--- src/rtl/sea_frame_loader_if.sv ---
// Byte-stream / frame handshake bundle between a byte source, the frame loader and the cipher core.
interface sea_frame_loader_if;
  logic [7:0]  in_data;
  logic        in_valid;
  logic        in_ready;
  logic        key_keep;
  logic [47:0] lo;
  logic [47:0] ro;
  logic [47:0] ko;
  logic        out_valid;
  logic        out_ready;
  logic        frame_err;

  modport master (
    output in_data, in_valid, key_keep, out_ready,
    input  in_ready, lo, ro, ko, out_valid, frame_err
  );

  modport slave (
    input  in_data, in_valid, key_keep, out_ready,
    output in_ready, lo, ro, ko, out_valid, frame_err
  );
endinterface

--- src/rtl/sea_frame_loader.sv ---
// Assembles an MSB-first byte stream into lo/ro/ko frames for the cipher core.
// Optional SEA_LDR_KEYKEEP_EN: 12-byte frames that reuse the stored key.
module sea_frame_loader #(
  parameter int unsigned TIMEOUT_CYC = 1000
) (
  input logic               clk,
  input logic               rst_n,
  input logic               ena,
  sea_frame_loader_if.slave bus
);

  typedef enum logic [1:0] {StIdle, StLoad, StHold} state_e;

  state_e         state_q, state_d;
  logic [4:0]     cnt_q, cnt_d;
  logic [15:0]    tmo_q, tmo_d;
  logic [143:0]   frame_q, frame_d;
  logic           frame_err_q, frame_err_d;
  logic [4:0]     last_idx;
  logic           accept;

`ifdef SEA_LDR_KEYKEEP_EN
  logic keep_q, keep_d;
  // key_keep is only meaningful on the first byte; later bytes use the latched value
  assign last_idx = ((state_q == StIdle) ? bus.key_keep : keep_q) ? 5'd11 : 5'd17;
`else
  assign last_idx = 5'd17;
`endif

  assign bus.in_ready  = ena && (state_q != StHold);
  assign accept        = bus.in_valid && bus.in_ready;
  assign bus.lo        = frame_q[143:96];
  assign bus.ro        = frame_q[95:48];
  assign bus.ko        = frame_q[47:0];
  assign bus.out_valid = (state_q == StHold);
  assign bus.frame_err = frame_err_q;

  always_comb begin
    state_d     = state_q;
    cnt_d       = cnt_q;
    tmo_d       = tmo_q;
    frame_d     = frame_q;
    frame_err_d = 1'b0;
`ifdef SEA_LDR_KEYKEEP_EN
    keep_d      = keep_q;
`endif
    if (ena) begin
      unique case (state_q)
        StIdle, StLoad: begin
          if (accept) begin
            // Byte slots are written in place so a short frame never touches ko
            for (int i = 0; i < 18; i++) begin
              if (cnt_q == 5'(i)) frame_d[143 - 8*i -: 8] = bus.in_data;
            end
            tmo_d = 16'd0;
`ifdef SEA_LDR_KEYKEEP_EN
            if (state_q == StIdle) keep_d = bus.key_keep;
`endif
            if (cnt_q == last_idx) begin
              state_d = StHold;
              cnt_d   = 5'd0;
            end else begin
              state_d = StLoad;
              cnt_d   = cnt_q + 5'd1;
            end
          end else if ((state_q == StLoad) && (TIMEOUT_CYC != 0)) begin
            if (tmo_q + 16'd1 == 16'(TIMEOUT_CYC)) begin
              frame_err_d = 1'b1;
              cnt_d       = 5'd0;
              tmo_d       = 16'd0;
              state_d     = StIdle;
            end else begin
              tmo_d = tmo_q + 16'd1;
            end
          end
        end
        StHold: begin
          if (bus.out_ready) state_d = StIdle;
        end
        default: state_d = StIdle;
      endcase
    end
  end

  always_ff @(posedge clk or negedge rst_n) begin
    if (!rst_n) begin
      state_q     <= StIdle;
      cnt_q       <= 5'd0;
      tmo_q       <= 16'd0;
      frame_q     <= '0;
      frame_err_q <= 1'b0;
`ifdef SEA_LDR_KEYKEEP_EN
      keep_q      <= 1'b0;
`endif
    end else begin
      state_q     <= state_d;
      cnt_q       <= cnt_d;
      tmo_q       <= tmo_d;
      frame_q     <= frame_d;
      frame_err_q <= frame_err_d;
`ifdef SEA_LDR_KEYKEEP_EN
      keep_q      <= keep_d;
`endif
    end
  end

endmodule

--- src/flat_wrapper.sv ---
// flat-port wrapper written by rule: the top's interface ports become plain ports
module sea_frame_loader_flat 
#(
  parameter int unsigned TIMEOUT_CYC = 1000
)
  (clk, rst_n, ena, bus_in_data, bus_in_valid, bus_key_keep, bus_out_ready, bus_in_ready, bus_lo, bus_ro, bus_ko, bus_out_valid, bus_frame_err);
  sea_frame_loader_if bus_i ();
  input logic clk;
  input logic rst_n;
  input logic ena;
  input wire logic [$bits(bus_i.in_data)-1:0] bus_in_data;
  input wire logic [$bits(bus_i.in_valid)-1:0] bus_in_valid;
  input wire logic [$bits(bus_i.key_keep)-1:0] bus_key_keep;
  input wire logic [$bits(bus_i.out_ready)-1:0] bus_out_ready;
  output wire logic [$bits(bus_i.in_ready)-1:0] bus_in_ready;
  output wire logic [$bits(bus_i.lo)-1:0] bus_lo;
  output wire logic [$bits(bus_i.ro)-1:0] bus_ro;
  output wire logic [$bits(bus_i.ko)-1:0] bus_ko;
  output wire logic [$bits(bus_i.out_valid)-1:0] bus_out_valid;
  output wire logic [$bits(bus_i.frame_err)-1:0] bus_frame_err;
  assign bus_i.in_data = bus_in_data;
  assign bus_i.in_valid = bus_in_valid;
  assign bus_i.key_keep = bus_key_keep;
  assign bus_i.out_ready = bus_out_ready;
  assign bus_in_ready = bus_i.in_ready;
  assign bus_lo = bus_i.lo;
  assign bus_ro = bus_i.ro;
  assign bus_ko = bus_i.ko;
  assign bus_out_valid = bus_i.out_valid;
  assign bus_frame_err = bus_i.frame_err;
  sea_frame_loader #(.TIMEOUT_CYC(TIMEOUT_CYC)) u_core (.clk(clk), .rst_n(rst_n), .ena(ena), .bus(bus_i));
endmodule
--- config.mk ---
export PLATFORM = sky130hd
export DESIGN_NAME = sea_frame_loader_flat
export DESIGN_NICKNAME = d
export VERILOG_FILES = /design/src/rtl/sea_frame_loader_if.sv /design/src/rtl/sea_frame_loader.sv /design/src/flat_wrapper.sv
export SDC_FILE = /design/constraint.sdc
export NUM_CORES = 1
export LEC_CHECK = 0
export ABC_AREA = 1
export ABC_CLOCK_PERIOD_IN_PS = 4100
export CORE_MARGIN = 5
export CORE_UTILIZATION = 50
export DETAILED_ROUTE_END_ITERATION = 10
export MAX_ROUTING_LAYER = met4
export PLACE_DENSITY = 0.8
export SLEW_MARGIN = 20
export SYNTH_ARGS = -nofsm -noshare
export SYNTH_HDL_FRONTEND = slang
export SYNTH_SLANG_ARGS = --single-unit
--- constraint.sdc ---
create_clock -name clk -period 4.1 [get_ports clk]
set_input_delay 0.82 -clock clk [delete_from_list [all_inputs] [get_ports clk]]
set_output_delay 0.82 -clock clk [all_outputs]
set_load 0.01 [all_outputs]
congestion_map.png
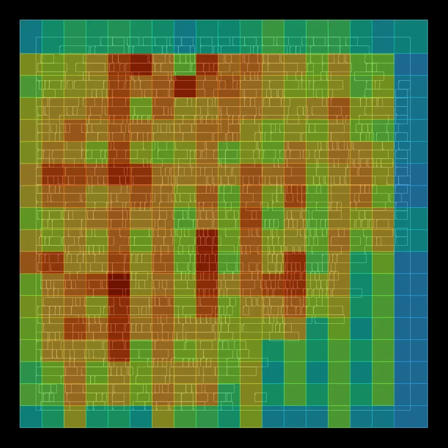
average routed wire per standard cell: 17.1 microns
met2 usage: 38.0%
met1 track utilization from global routing: 30.1%
total routing usage reported by global routing: 24.0%
global routing met3 resource utilization: 8.50%

floorplan.png
The bar under the picture is 50 microns long. Pins as bars on the die edge.
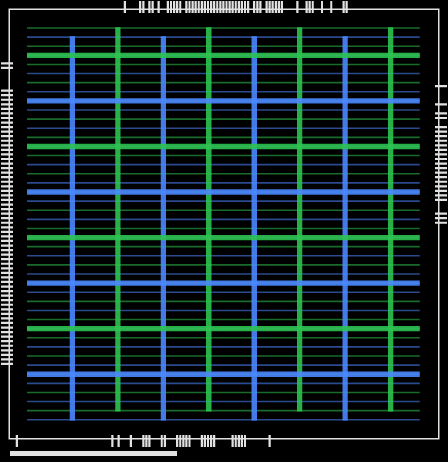
| net | color |
|---|---|
| VDD | green |
| VSS | blue |
met1 rails: 44
rows: 43
met4 straps: 8
met5 straps: 8

util_map.png
The bar under the picture is 50 microns long. The die is cut into 13 by 13 equal tiles; black is low, pale yellow is high, 0 to 100% covered.
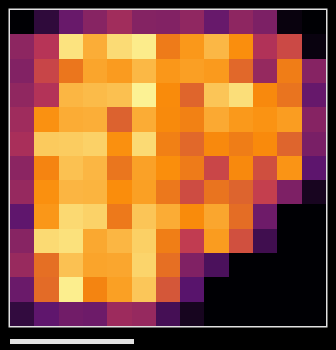
tiles over 75% full: 36%
mean over tiles: 55%
nearly empty tiles: 12%

==> qor.tcl <==
set qor(antenna_violating_nets_post_route) 0
set qor(run_status) {finished, final reports clean}
set qor(grt_first_pass_wirelength_mm) 29.9
set qor(startpoint) {ena}
set qor(top_layer) {met4}
set qor(syn-mean-instance-area_sq_um) 9.61
set qor(flip_flop_and_latch_count_after_synthesis) 168
set qor(first_global_vias) 5697
set qor(post-place-cells) 1036
set qor(final_layout_size_suffix_gt1_share_pct) 9.46
set qor(total_power_mw) 4.65
set qor(chipArea_sq_mm) 0.0163
set qor(drtIter0Drc) 406
set qor(power.clock.total_mw) 1.62
set qor(globalRoute.totalOverflow) 0
set qor(yosys-mux-area-fraction_pct) 0
set qor(worst_ep_required_time_ns) 3.28
set qor(antenna_found_initial) 0
set qor(sequentialPowerShare_pct) 44.2
set qor(static_leak_nw) 4.11
set qor(setup_violations) 0
set qor(synthesis.nets) 742
set qor(main_power_consuming_group) {registers}
set qor(portion_of_the_post_synthesis_area_used_by_sequential_elements_pct) 60.6
set qor(wl_met3_mm) 1.41
set qor(stdcell_count) 1068
set qor(synth.cellmix.simpleShare_pct) 20.0
set qor(detail_route.wirelength_mm) 18.3
set qor(placementRows) 43
set qor(hold_buffers) 0
set qor(total_cells_reported_by_yosys_after_synthesis) 722
set qor(topCombFamilyByArea) {simple AND/OR/NAND/NOR gates}
set qor(worst_ir_drop_vdd_mv) 0.436
class_map.png
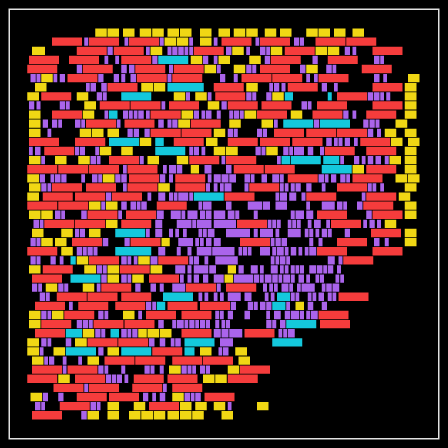
| class | color | cells |
|---|---|---|
| clock drivers and dummy loads | cyan | 32 |
| registers | red | 168 |
| remaining logic cells | purple | 523 |
| remaining buffers and delay cells | yellow | 165 |
flop share of the area: 45.7%
Non-Filler Cell Area, Final: 0.00920 sq mm
Finished Core Util: 67.0%

port_trees.png
The bar under the picture is 50 microns long.
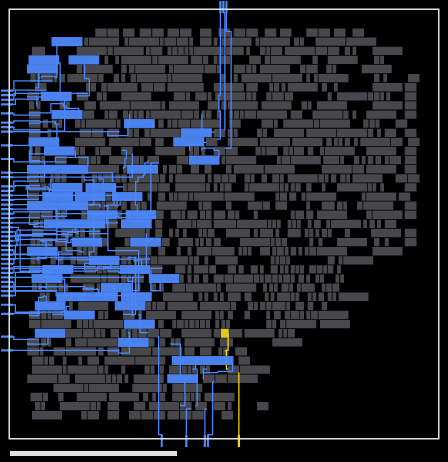
| port | color | bits | direction | edge | end cells | buffers | wire |
|---|---|---|---|---|---|---|---|
| bus_out_valid | yellow | 1 | output | south | 1 | 1 | 31.1 microns |
| bus_ko | blue | 48 | output | 41 west, 4 south, 3 north | 48 | 48 | 2000 microns |

[cells in the final DEF (no fill, tap or decap), types with 2 or more instances in the layout]
cell / count
sky130_fd_sc_hd__nand3_1: 20
sky130_fd_sc_hd__inv_8: 2
sky130_fd_sc_hd__clkdlybuf4s50_1: 158
sky130_fd_sc_hd__nor2_4: 5
sky130_fd_sc_hd__a21oi_1: 11
sky130_fd_sc_hd__nand2_2: 18
sky130_fd_sc_hd__clkbuf_16: 17
sky130_fd_sc_hd__inv_1: 40
sky130_fd_sc_hd__nand2_4: 3
sky130_fd_sc_hd__xor2_1: 2
sky130_fd_sc_hd__nor3b_4: 3
sky130_fd_sc_hd__o21ai_2: 3
sky130_fd_sc_hd__buf_4: 6
sky130_fd_sc_hd__bufinv_16: 2
sky130_fd_sc_hd__clkinvlp_4: 6
sky130_fd_sc_hd__inv_2: 2
sky130_fd_sc_hd__o22ai_1: 4
sky130_fd_sc_hd__clkbuf_8: 2
sky130_fd_sc_hd__nor3_1: 3
sky130_fd_sc_hd__nand2_1: 203
sky130_fd_sc_hd__o21ai_0: 99
sky130_fd_sc_hd__nand4_1: 9
sky130_fd_sc_hd__o21ai_1: 49
sky130_fd_sc_hd__ha_1: 6
sky130_fd_sc_hd__nand3b_1: 2
sky130_fd_sc_hd__nor2_2: 7
sky130_fd_sc_hd__nor2_1: 26
sky130_fd_sc_hd__dfrtp_1: 168
[final cells by class]
type,instances,area (sq um),area share [%]
sequential,168,4200,45.7
multi-input combinational,481,2380,25.8
timing repair buffer,165,1640,17.8
clock buffer,20,457,4.96
tap,180,225,2.45
inverter,42,158,1.71
clock inverter,12,141,1.54
[sequential cells by signal, indices dropped and copies added, names as in the netlist]
signal / cells
u_core.state_q: 2
u_core.bus.frame_err: 1
u_core.tmo_q: 16
u_core.cnt_q: 5
u_core.frame_q: 144
